===== src/rtl/addsub_pipelined_pkg.sv =====
// Shared sizing helpers for chunked carry-pipelined arithmetic.
// Used by the pipelined adder/subtractor and reusable by other chunked datapaths.
package addsub_pipelined_pkg;

   // Bits resolved per stage when WIDTH is spread over LATENCY stages.
   function automatic int unsigned chunk_width(input int unsigned width,
                                               input int unsigned latency);
      return (width + latency - 1) / latency;
   endfunction

   // Number of stages actually needed once the chunk size is fixed.
   function automatic int unsigned chunk_count(input int unsigned width,
                                               input int unsigned chunk);
      return (width + chunk - 1) / chunk;
   endfunction

endpackage


===== src/rtl/addsub_pipelined_if.sv =====
// Streaming operand/result bundle for the pipelined adder/subtractor.
// ce and in_valid are independent: a transaction is taken only when both are high.
interface addsub_pipelined_if #(
   parameter int unsigned WIDTH = 32
);
   logic             ce;
   logic             in_valid;
   logic [WIDTH-1:0] a;
   logic [WIDTH-1:0] b;
   logic             sub;
   logic             cin;
   logic             out_valid;
   logic [WIDTH-1:0] q;
   logic             cout;
   logic             ovf;

   modport master (
      output ce, in_valid, a, b, sub, cin,
      input  out_valid, q, cout, ovf
   );

   modport slave (
      input  ce, in_valid, a, b, sub, cin,
      output out_valid, q, cout, ovf
   );
endinterface


===== src/rtl/addsub_chunk_stage.sv =====
// One carry-pipeline stage: adds its chunk using the previous stage's registered carry,
// while the rest of the word rides along (sum bits below, operand bits above).
module addsub_chunk_stage #(
   parameter int unsigned WIDTH  = 32,
   parameter int unsigned CHUNK  = 8,
   parameter int unsigned IDX    = 0,
   parameter bit          IS_TOP = 1'b0
) (
   input  logic             clk,
   input  logic             rst_n,
   input  logic             ce_i,
   input  logic             valid_i,
   input  logic             sub_i,
   input  logic             carry_i,
   input  logic [WIDTH-1:0] acc_i,
   input  logic [WIDTH-1:0] b_i,
   output logic             valid_o,
   output logic             sub_o,
   output logic             carry_o,
   output logic             cout_o,
   output logic             ovf_o,
   output logic [WIDTH-1:0] acc_o,
   output logic [WIDTH-1:0] b_o
);

   localparam int unsigned LO = IDX * CHUNK;
   localparam int unsigned HI = (LO + CHUNK > WIDTH) ? WIDTH : LO + CHUNK;
   localparam int unsigned CW = HI - LO;
   localparam int unsigned SW = CW + 1;

   logic [SW-1:0]    sum_c;
   logic [WIDTH-1:0] acc_d;
   logic             cap_c;
   logic             valid_q;
   logic             sub_q;
   logic             carry_q;
   logic [WIDTH-1:0] acc_q;
   logic             unused_b;

   // Data registers only move with a real transaction, so bubbles leave the last result in place.
   assign cap_c = ce_i & valid_i;

   always_comb begin
      sum_c = SW'(acc_i[HI-1:LO]) + SW'(b_i[HI-1:LO]) + SW'(carry_i);
      acc_d = acc_i;
      acc_d[HI-1:LO] = sum_c[CW-1:0];
   end

   always_ff @(posedge clk or negedge rst_n) begin
      if (!rst_n) begin
         valid_q <= 1'b0;
         sub_q   <= 1'b0;
         carry_q <= 1'b0;
         acc_q   <= '0;
      end else if (ce_i) begin
         valid_q <= valid_i;
         if (valid_i) begin
            sub_q   <= sub_i;
            carry_q <= sum_c[CW];
            acc_q   <= acc_d;
         end
      end
   end

   assign valid_o = valid_q;
   assign sub_o   = sub_q;
   assign carry_o = carry_q;
   assign acc_o   = acc_q;

   // Upper b' bits still waiting for their stage; lower bits are already folded into acc.
   if (HI < WIDTH) begin : g_skew
      logic [WIDTH-HI-1:0] b_q;
      always_ff @(posedge clk or negedge rst_n) begin
         if (!rst_n) begin
            b_q <= '0;
         end else if (cap_c) begin
            b_q <= b_i[WIDTH-1:HI];
         end
      end
      assign b_o = {b_q, HI'(0)};
   end else begin : g_no_skew
      assign b_o = '0;
   end

   // Top stage owns the word MSB, so it forms the externally visible flags.
   if (IS_TOP) begin : g_flags
      logic cmsb_c;
      logic cout_q;
      logic ovf_q;
      assign cmsb_c = acc_i[HI-1] ^ b_i[HI-1] ^ sum_c[CW-1];
      always_ff @(posedge clk or negedge rst_n) begin
         if (!rst_n) begin
            cout_q <= 1'b0;
            ovf_q  <= 1'b0;
         end else if (cap_c) begin
            cout_q <= sum_c[CW] ^ sub_i;
            ovf_q  <= cmsb_c ^ sum_c[CW];
         end
      end
      assign cout_o = cout_q;
      assign ovf_o  = ovf_q;
   end else begin : g_no_flags
      assign cout_o = 1'b0;
      assign ovf_o  = 1'b0;
   end

   assign unused_b = ^b_i;

endmodule


===== src/rtl/addsub_pipelined.sv =====
// Streaming pipelined adder/subtractor: one chunk of the carry chain resolves per stage,
// accepting one operand pair per enabled cycle with latency equal to the stage count.
module addsub_pipelined
   import addsub_pipelined_pkg::*;
#(
   parameter int unsigned WIDTH   = 32,
   parameter int unsigned LATENCY = 4
) (
   input logic                clk,
   input logic                rst_n,
   addsub_pipelined_if.slave  bus
);

   localparam int unsigned CHUNK  = chunk_width(WIDTH, LATENCY);
   localparam int unsigned STAGES = chunk_count(WIDTH, CHUNK);

   logic [STAGES:0]            valid_s;
   logic [STAGES:0]            sub_s;
   logic [STAGES:0]            carry_s;
   logic [STAGES-1:0]          cout_s;
   logic [STAGES-1:0]          ovf_s;
   logic [STAGES:0][WIDTH-1:0] acc_s;
   logic [STAGES:0][WIDTH-1:0] b_s;
   logic                       unused_tail;

   // Subtraction is a + ~b + 1; a borrow-in simply removes that +1.
   assign valid_s[0] = bus.in_valid;
   assign sub_s[0]   = bus.sub;
   assign carry_s[0] = bus.cin ^ bus.sub;
   assign acc_s[0]   = bus.a;
   assign b_s[0]     = bus.sub ? ~bus.b : bus.b;

   for (genvar k = 0; k < STAGES; k++) begin : g_stage
      addsub_chunk_stage #(
         .WIDTH  (WIDTH),
         .CHUNK  (CHUNK),
         .IDX    (k),
         .IS_TOP (k == STAGES - 1)
      ) u_stage (
         .clk     (clk),
         .rst_n   (rst_n),
         .ce_i    (bus.ce),
         .valid_i (valid_s[k]),
         .sub_i   (sub_s[k]),
         .carry_i (carry_s[k]),
         .acc_i   (acc_s[k]),
         .b_i     (b_s[k]),
         .valid_o (valid_s[k+1]),
         .sub_o   (sub_s[k+1]),
         .carry_o (carry_s[k+1]),
         .cout_o  (cout_s[k]),
         .ovf_o   (ovf_s[k]),
         .acc_o   (acc_s[k+1]),
         .b_o     (b_s[k+1])
      );
   end

   assign bus.out_valid = valid_s[STAGES];
   assign bus.q         = acc_s[STAGES];
   assign bus.cout      = cout_s[STAGES-1];
   assign bus.ovf       = ovf_s[STAGES-1];

   // Tail-stage chain signals and lower-stage flag stubs have no consumer.
   assign unused_tail = ^{sub_s[STAGES], carry_s[STAGES], b_s[STAGES], cout_s, ovf_s};

endmodule


===== src/flat_wrapper.sv =====
// flat-port wrapper written by rule: the top's interface ports become plain ports
module addsub_pipelined_flat import addsub_pipelined_pkg::*;
#(
   parameter int unsigned WIDTH   = 32,
   parameter int unsigned LATENCY = 4
)
  (clk, rst_n, bus_ce, bus_in_valid, bus_a, bus_b, bus_sub, bus_cin, bus_out_valid, bus_q, bus_cout, bus_ovf);
  addsub_pipelined_if #(.WIDTH(WIDTH)) bus_i ();
  input logic clk;
  input logic rst_n;
  input wire logic [$bits(bus_i.ce)-1:0] bus_ce;
  input wire logic [$bits(bus_i.in_valid)-1:0] bus_in_valid;
  input wire logic [$bits(bus_i.a)-1:0] bus_a;
  input wire logic [$bits(bus_i.b)-1:0] bus_b;
  input wire logic [$bits(bus_i.sub)-1:0] bus_sub;
  input wire logic [$bits(bus_i.cin)-1:0] bus_cin;
  output wire logic [$bits(bus_i.out_valid)-1:0] bus_out_valid;
  output wire logic [$bits(bus_i.q)-1:0] bus_q;
  output wire logic [$bits(bus_i.cout)-1:0] bus_cout;
  output wire logic [$bits(bus_i.ovf)-1:0] bus_ovf;
  assign bus_i.ce = bus_ce;
  assign bus_i.in_valid = bus_in_valid;
  assign bus_i.a = bus_a;
  assign bus_i.b = bus_b;
  assign bus_i.sub = bus_sub;
  assign bus_i.cin = bus_cin;
  assign bus_out_valid = bus_i.out_valid;
  assign bus_q = bus_i.q;
  assign bus_cout = bus_i.cout;
  assign bus_ovf = bus_i.ovf;
  addsub_pipelined #(.WIDTH(WIDTH), .LATENCY(LATENCY)) u_core (.clk(clk), .rst_n(rst_n), .bus(bus_i));
endmodule

===== config.mk =====
export PLATFORM = sky130hd
export DESIGN_NAME = addsub_pipelined_flat
export DESIGN_NICKNAME = d
export VERILOG_FILES = /design/src/rtl/addsub_pipelined_pkg.sv /design/src/rtl/addsub_pipelined_if.sv /design/src/rtl/addsub_chunk_stage.sv /design/src/rtl/addsub_pipelined.sv /design/src/flat_wrapper.sv
export SDC_FILE = /design/constraint.sdc
export NUM_CORES = 1
export LEC_CHECK = 0
export CAP_MARGIN = 20
export CORE_ASPECT_RATIO = 0.7
export CORE_UTILIZATION = 51
export DETAILED_ROUTE_END_ITERATION = 10
export PLACE_DENSITY = 0.72
export SLEW_MARGIN = 20
export SYNTH_ARGS = -nofsm -noshare
export SYNTH_HDL_FRONTEND = slang
export SYNTH_HIERARCHICAL = 1
export SYNTH_SLANG_ARGS = --single-unit

===== constraint.sdc =====
create_clock -name clk -period 2.4 [get_ports clk]
set_clock_uncertainty 0.05 [all_clocks]
set_input_delay 0.36 -clock clk [delete_from_list [all_inputs] [get_ports clk]]
set_output_delay 0.36 -clock clk [all_outputs]
set_load 0.02 [all_outputs]

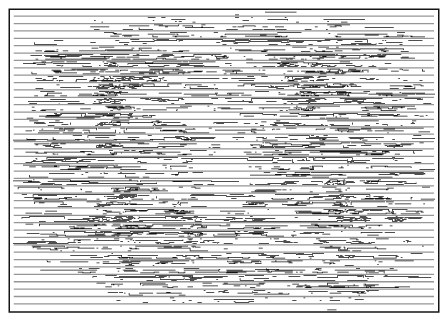
**Above:** run 1 (signal wires on met1).
Supply wires on this layer in gray.
nets with wire on the layer: 778
main direction: horizontal
wire length on this layer: 8200 µm
share of all routed wire: 49%
WL final: 16.7 mm
GR Util met1: 29.3%
DR vias: 5305

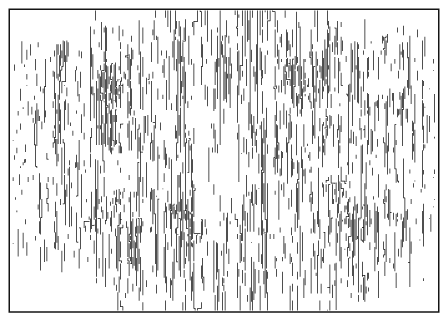
**Above:** run 1 (signal wires on met2).
share of all routed wire: 46%
main direction: vertical
met2 Use GR: 31.6%

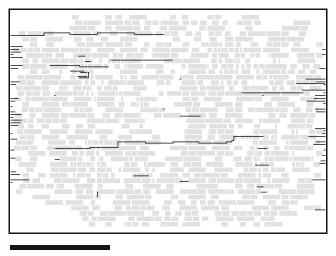
**Above:** run 1 (signal wires on met3).
Bar = 50 µm.
main direction: horizontal
nets with wire on the layer: 66
met3 usage: 4.10%

==> flow_metrics.tcl, run 1 <==
# implementation run metrics
set metrics [dict create \
    status "finished clean" \
    grt_pass1_wl_mm 27.9 \
    finalCritPeriodShare_pct 97.0 \
    finalSetupTns_ps 0 \
    fp_nets 734 \
    dp_slack_ps -399 \
    clock-sinks 188 \
    worstSkewPairLatency_ps 430 \
    syn_area_per_cell_um2 13.8 \
    drtIter0Drc 193 \
    fillers 1265 \
    fp_util_pct 52.7 \
    topRoutingLayerUsed "met4" \
    cp_num_buf_inv 1 \
    drv_slew 0 \
    place.gp.congestion 0.804 \
    num_antenna_cells 0 \
    reg2reg_to "u_core/g_stage[1].u_stage/carry_o$_DFFE_PN0P_" \
    tritoncts "built" \
    drt-met1-wl_mm 8.20 \
    core_area_mm2 0.0164 \
    synth_area_mm2 0.00867 \
    cts_root_buf "clkbuf_16" \
    grt_usage_pct 20.7 \
    drc 0 \
    reg2reg_depth 6 \
    wl_met2_mm 7.70 \
    crit_path_end_kind "register" \
    worstSetupStartpointType "input pin" \
    critPathMaxFanout 3 \
    dieHeight_um 111 \
    finalSetupViolCount 0 \
    hold_viol 0 \
    min_period_ps 2330 \
    powerDensity_mw_per_mm2 1130 \
    ios 105 \
    critical_path.most_common_cell "fa_2" \
]
## run 1: layout by cell type, fill, tap and decap left out, types with 3 or more instances in the layout
cell,count
nand4b_1,3
xor2_1,37
and2_2,3
clkbuf_16,17
bufinv_16,4
buf_4,16
o21a_1,5
xnor2_1,7
fa_2,4
clkinv_2,3
dfrtp_1,188
inv_1,4
nor3_1,8
nor4b_1,4
mux2_1,43
mux2_2,112
inv_6,3
nor3b_1,9
clkdlybuf4s50_1,102
clkinv_4,3
o21ai_1,8
a21oi_1,8
buf_12,7
o31ai_1,7
fa_1,4
o21ai_0,22
o211ai_1,5
ha_1,28
o21bai_1,6
a211o_1,3
nand2_1,23
a21o_1,6
nor2_1,7
a211oi_1,14
## run 1: state kept, by name, indices dropped and copies added, names as in the netlist
| signal | count |
|---|---|
| u_core/g_stage.u_stage/carry_o | 3 |
| u_core/g_stage.u_stage/cout_o | 1 |
| u_core/g_stage.u_stage/valid_o | 4 |
| u_core/g_stage.u_stage/g_skew.b_q | 48 |
| u_core/g_stage.u_stage/ovf_o | 1 |
| u_core/g_stage.u_stage/sub_o | 3 |
| u_core/g_stage.u_stage/acc_o | 128 |
## run 1: power by group
group          internal, mW  switching (mW)
Combinational          2.24            1.99
Clock                  1.78            1.22
Sequential             4.30           0.638
Total                  8.32            3.85
## run 1: layer usage
| metal | up-vias | track usage, % |
|---|---|---|
| met5 | - | 0 |
| met4 | 0 | 6.93 |
| met3 | 15 | 4.10 |
| met2 | 92 | 31.6 |
| met1 | 2677 | 29.3 |
| li1 | 2521 | - |
## run 1: stage by stage
stage	instance area, µm²	hold WS (ps)	util [%]	total power [mW]
finish	10700	429	65.3	12.2
global placement	10100	330	61.3	8.98
floorplan	8690	14.4	-	7.66
detailed placement	10100	339	61.3	9.19
CTS	10700	436	65.2	12.2
global route	10700	457	65.3	12.9
## run 1: final cells by class
type | instances | area (µm²) | share of cell area, %
clock buffer | 19 | 443 | 4.13
inverter | 4 | 15.0 | 0.140
sequential | 188 | 4700 | 43.8
tap | 225 | 282 | 2.62
clock inverter | 13 | 188 | 1.75
multi-input combinational | 409 | 3790 | 35.3
timing repair buffer | 128 | 1310 | 12.2
## run 1: timing repair
| action | in CTS | in global routing |
|---|---|---|
| endpoints found under the hold margin | 61 | 0 |
| setup endpoints to repair | 0 | 6 |
| setup buffers | 0 | 0 |
| hold buffers | 1 | 0 |
| gates resized | 0 | 4 |
## run 1: worst max-delay path by stage
stage	start	end	slack, ps	cells past startpoint
floorplan	bus_sub	u_core/g_stage[0].u_stage/carry_o$_DFFE_PN0P_	1	9
global placement	bus_b[0]	u_core/g_stage[0].u_stage/carry_o$_DFFE_PN0P_	-310	8
detailed placement	bus_b[0]	u_core/g_stage[0].u_stage/carry_o$_DFFE_PN0P_	-400	8
CTS	u_core/g_stage[0].u_stage/carry_o$_DFFE_PN0P_	u_core/g_stage[1].u_stage/carry_o$_DFFE_PN0P_	50	6
global route	bus_b[0]	u_core/g_stage[0].u_stage/acc_o[6]$_DFFE_PN0P_	-10	8
finish	bus_b[0]	u_core/g_stage[0].u_stage/carry_o$_DFFE_PN0P_	70	8
**Run 1: metal 4**

Supply wires on this layer in gray.
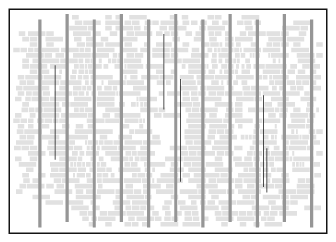

==> run 2: changes to the inputs <==
--- a/config.mk
+++ b/config.mk
@@ -7,9 +7,11 @@
 export LEC_CHECK = 0
 export CAP_MARGIN = 20
 export CORE_ASPECT_RATIO = 0.7
+export CORE_MARGIN = 4
 export CORE_UTILIZATION = 51
 export DETAILED_ROUTE_END_ITERATION = 10
 export PLACE_DENSITY = 0.72
+export SETUP_SLACK_MARGIN = 0.2
 export SLEW_MARGIN = 20
 export SYNTH_ARGS = -nofsm -noshare
 export SYNTH_HDL_FRONTEND = slang
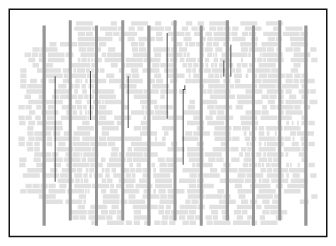
**Above:** run 2 (metal 4).
Supply wires on this layer in gray.
share of all routed wire: 1.3%
longest straight run: 54.4 µm
main direction: vertical
WL final: 16.9 mm
DR vias: 5302

==> run 2 against run 1 <==
- core utilization down 0.064 points
- global-route usage down 2.1 points
- clock power down 8.0%
- sequential cell count unchanged
- final cell count up 0.41%
- hold slack worse by 7.9 ps
- highest routed layer unchanged
- non-clock buffer count up 4
- combinational power up 2%
- sequential share of layout area down 0.087 points
- area after synthesis unchanged
- critical endpoint is now u_core/g_stage[2].u_stage/acc_o[22]$_DFFE_PN0P_
- maximum frequency up 6.2%
- largest power group unchanged
- worst setup slack better by 140 ps
==> flow_metrics.tcl, run 2 <==
# implementation run metrics
set metrics [dict create \
    crit_path_end_kind "register" \
    ios 105 \
    synth_area_mm2 0.00867 \
    drc 0 \
    layout_top_cell "dfrtp_1" \
    grt_pass1_wl_mm 28.3 \
    cp-startpoint "u_core/g_stage[1].u_stage/acc_o[16]$_DFFE_PN0P_" \
    clock-sinks 188 \
    reg2reg_to "u_core/g_stage[2].u_stage/acc_o[22]$_DFFE_PN0P_" \
    power_mw 12.0 \
    fillers 1302 \
    worstSkewPairLatency_ps 420 \
    num_antenna_cells 0 \
    finalCritPeriodShare_pct 91.3 \
    cts_root_buf "clkbuf_16" \
    fp_nets 734 \
    die_area_mm2 0.0192 \
    largest_register_ffs 128 \
    place.gp.congestion 0.808 \
    reg2reg_depth 6 \
    tritoncts "built" \
    fp_util_pct 52.6 \
    dieHeight_um 117 \
    critPathMaxFanout 2 \
    layout_top_cells "dfrtp_1 (188), mux2_2 (112), clkdlybuf4s50_1 (99)" \
    core_area_mm2 0.0165 \
    whs_ps 421 \
    syn_area_per_cell_um2 13.8 \
    drtIter0Drc 285 \
    critical_path.most_common_cell "fa_2" \
    status "finished clean" \
    worstSetupStartpointType "register" \
    gr-total-overflow 0 \
    powerDensity_mw_per_mm2 1120 \
]
-- run 2: worst min-delay path by stage --
stage,from,end
floorplan,rst_n,u_core/g_stage[0].u_stage/acc_o[0]$_DFFE_PN0P_
global placement,rst_n,u_core/g_stage[3].u_stage/acc_o[25]$_DFFE_PN0P_
detailed placement,rst_n,u_core/g_stage[3].u_stage/acc_o[27]$_DFFE_PN0P_
CTS,u_core/g_stage[1].u_stage/g_skew.b_q[12]$_DFFE_PN0P_,u_core/g_stage[1].u_stage/g_skew.b_q[12]$_DFFE_PN0P_
global route,bus_a[0],u_core/g_stage[0].u_stage/acc_o[0]$_DFFE_PN0P_
finish,bus_a[0],u_core/g_stage[0].u_stage/acc_o[0]$_DFFE_PN0P_
-- run 2: stage by stage --
stage	utilization [%]	setup TNS (ps)	setup WS, ps	std cells	area [µm²]
floorplan	-	0	5.48	628	8700
global placement	61.1	-752	-328	951	10100
detailed placement	61.1	-878	-335	951	10100
CTS	65.0	0	219	990	10700
global route	65.2	0	145	990	10800
finish	65.2	0	208	990	10800
-- run 2: worst max-delay path, delay by kind of cell, from the launching register on --
family | cells | cell delay (ps)
fa+ha+maj | 2 | 810
flops | 1 | 400
compound gates | 4 | 830
-- run 2: timing repair --
action / 4_1_cts / 5_1_grt
buffers inserted: 6 / 0
resized: 5 / 7
hold endpoints to repair: 64 / 0
endpoints found under the setup margin: 7 / 7
gates cloned: 0 / 0
hold buffers: 1 / 0
pin swaps: 15 / 7
-- run 2: layer usage --
metal	track usage, %	vias up	wire length, µm
li1	-	2525	-
met1	26.0	2677	8060
met2	29.7	81	8040
met3	3.89	19	576
met4	5.64	0	216
met5	0	-	0
-- run 2: layout make-up --
| class | count | area [µm²] | share of cell area [%] |
|---|---|---|---|
| Clock buffer | 18 | 439 | 4.08 |
| Clock inverter | 14 | 145 | 1.35 |
| Inverter | 4 | 15.0 | 0.140 |
| Multi-Input combinational cell | 409 | 3820 | 35.5 |
| Sequential cell | 188 | 4700 | 43.7 |
| Tap cell | 225 | 282 | 2.62 |
| Timing Repair Buffer | 132 | 1350 | 12.6 |
-- run 2: power breakdown --
group	switching [mW]	total, mW	internal (mW)
sequential	0.656	4.95	4.30
combinational	2.02	4.31	2.29
clock	1.19	2.76	1.56
**Run 2: clock routing**

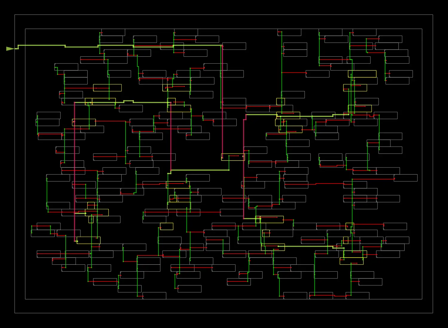

==> run 3: changes to the inputs <==
--- a/config.mk
+++ b/config.mk
@@ -7,8 +7,8 @@
 export LEC_CHECK = 0
 export CAP_MARGIN = 20
 export CORE_ASPECT_RATIO = 0.7
-export CORE_MARGIN = 4
 export CORE_UTILIZATION = 51
+export CTS_CLUSTER_DIAMETER = 30
 export DETAILED_ROUTE_END_ITERATION = 10
 export PLACE_DENSITY = 0.72
 export SETUP_SLACK_MARGIN = 0.2
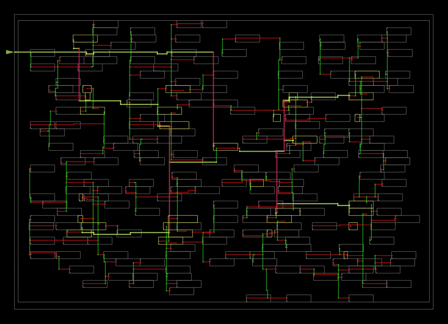
**Above:** run 3 (clock routing).
clock buffers: 20
Clock Sinks: 188
TritonCTS buffer count: 17

==> run 3 against run 2 <==
- total power increased by 0.11%
- register-to-register slack got worse by 50 ps
- clock-buffer cell count is 2 higher
- area after synthesis stayed put
- combinational power increased by 2%
- first-iteration DRC count shrank 13%
- core utilization grew 0.34 points
- non-clock buffer count rose by 4
- critical path type unchanged
- largest cell class unchanged
==> flow_metrics.tcl, run 3 <==
# implementation run metrics
set metrics [dict create \
    status "finished clean" \
    post_dp_cell_area_mm2 0.0101 \
    powerDensity_mw_per_mm2 1120 \
    place_inst 953 \
    seqPwrFrac_pct 41.1 \
    swShare_pct 32.1 \
    core_area_mm2 0.0164 \
    place.gp.congestion 0.819 \
    layout_top_cells "dfrtp_1 (188), mux2_2 (112), clkdlybuf4s50_1 (99)" \
    dp_slack_ps -402 \
    wl_mm 16.7 \
    ios 105 \
    power_mw 12.0 \
    fin_cells 993 \
    cp-startpoint "u_core/g_stage[1].u_stage/g_skew.b_q[0]$_DFFE_PN0P_" \
    final_area_mm2 0.0108 \
    layout_top_cell "dfrtp_1" \
    largest_register_ffs 128 \
    grt_pass1_wl_mm 27.8 \
    fp_nets 734 \
    internal-power_mw 8.17 \
    fp_util_pct 52.7 \
    final.setup.worst_slack_ps 155 \
    worstSkewPairLatency_ps 420 \
    num_antenna_cells 0 \
    drtIter0Drc 249 \
    cts_root_buf "clkbuf_16" \
    drc 0 \
    final_core_util_pct 65.5 \
    p_switching_mw 3.86 \
    tritoncts "built" \
    critPathMaxFanout 2 \
]
[run 3: cell count changes in the layout (fill, tap and decap cells not counted), sizes merged]
cell           change
buf                +4
clkbuf             +2
clkdlybuf4s15      +1
clkinvlp           -3
dlygate4sd2        -1
[run 3: timing repair]
item	CTS	global route
resized	11	6
pin swaps	14	14
endpoints found under the setup margin	8	8
hold endpoints to repair	30	0
hold buffers	1	0
setup buffers	4	4
[run 3: per-layer routing]
metal	global-route usage (%)	routed length (µm)	part of all wire, %
met1	28.3	7940	48
met2	32.2	8000	48
met4	5.63	202	1.2
met3	4.57	516	3.1
met5	0	0	0
[run 3: critical path, stage by stage (launching register included)]
cell and delay, ps:
dfrtp_1 400, fa_2 420, fa_2 380, a211oi_4 290, o21bai_1 120, a211o_1 290
a31o_1 180
[run 3: worst paths after layout]
check | endpoint | slack, ps | cells after the start
max | u_core/g_stage[2].u_stage/acc_o[22]$_DFFE_PN0P_ | 160 | 6
min | u_core/g_stage[1].u_stage/g_skew.b_q[9]$_DFFE_PN0P_ | 350 | 2
max reg2reg | u_core/g_stage[2].u_stage/acc_o[22]$_DFFE_PN0P_ | 160 | 6
min reg2reg | u_core/g_stage[3].u_stage/acc_o[29]$_DFFE_PN0P_ | 430 | 2
max in group asynchronous | u_core/g_stage[2].u_stage/acc_o[22]$_DFFE_PN0P_ | 1210 | 3
min in group clk | u_core/g_stage[0].u_stage/acc_o[0]$_DFFE_PN0P_ | 410 | 3
[run 3: power groups by stage]
| stage | logic [mW] | registers (mW) | clock network (mW) |
|---|---|---|---|
| after floorplan | 2.52 | 5.14 | 0 |
| after global placement | 4.03 | 4.94 | 0 |
| after detailed placement | 4.17 | 5.01 | 0 |
| after CTS | 4.31 | 4.96 | 2.78 |
| after global routing | 4.78 | 5.10 | 2.92 |
| final | 4.38 | 4.95 | 2.70 |
[run 3: final cells by class]
type | instances | area (µm²)
Clock buffer | 20 | 447
Sequential cell | 188 | 4700
Multi-Input combinational cell | 409 | 3840
Fill cell | 1233 | 5670
Inverter | 4 | 15.0
Clock inverter | 11 | 119
Timing Repair Buffer | 136 | 1370
Tap cell | 225 | 282
[run 3: per-stage QoR]
stage	hold slack [ps]	setup TNS [ps]
floorplan	14.4	0
global placement	226	-782
detailed placement	230	-1040
CTS	345	0
global route	352	0
finish	349	0
No activity file was given, so power comes from the tool's default toggle rates.
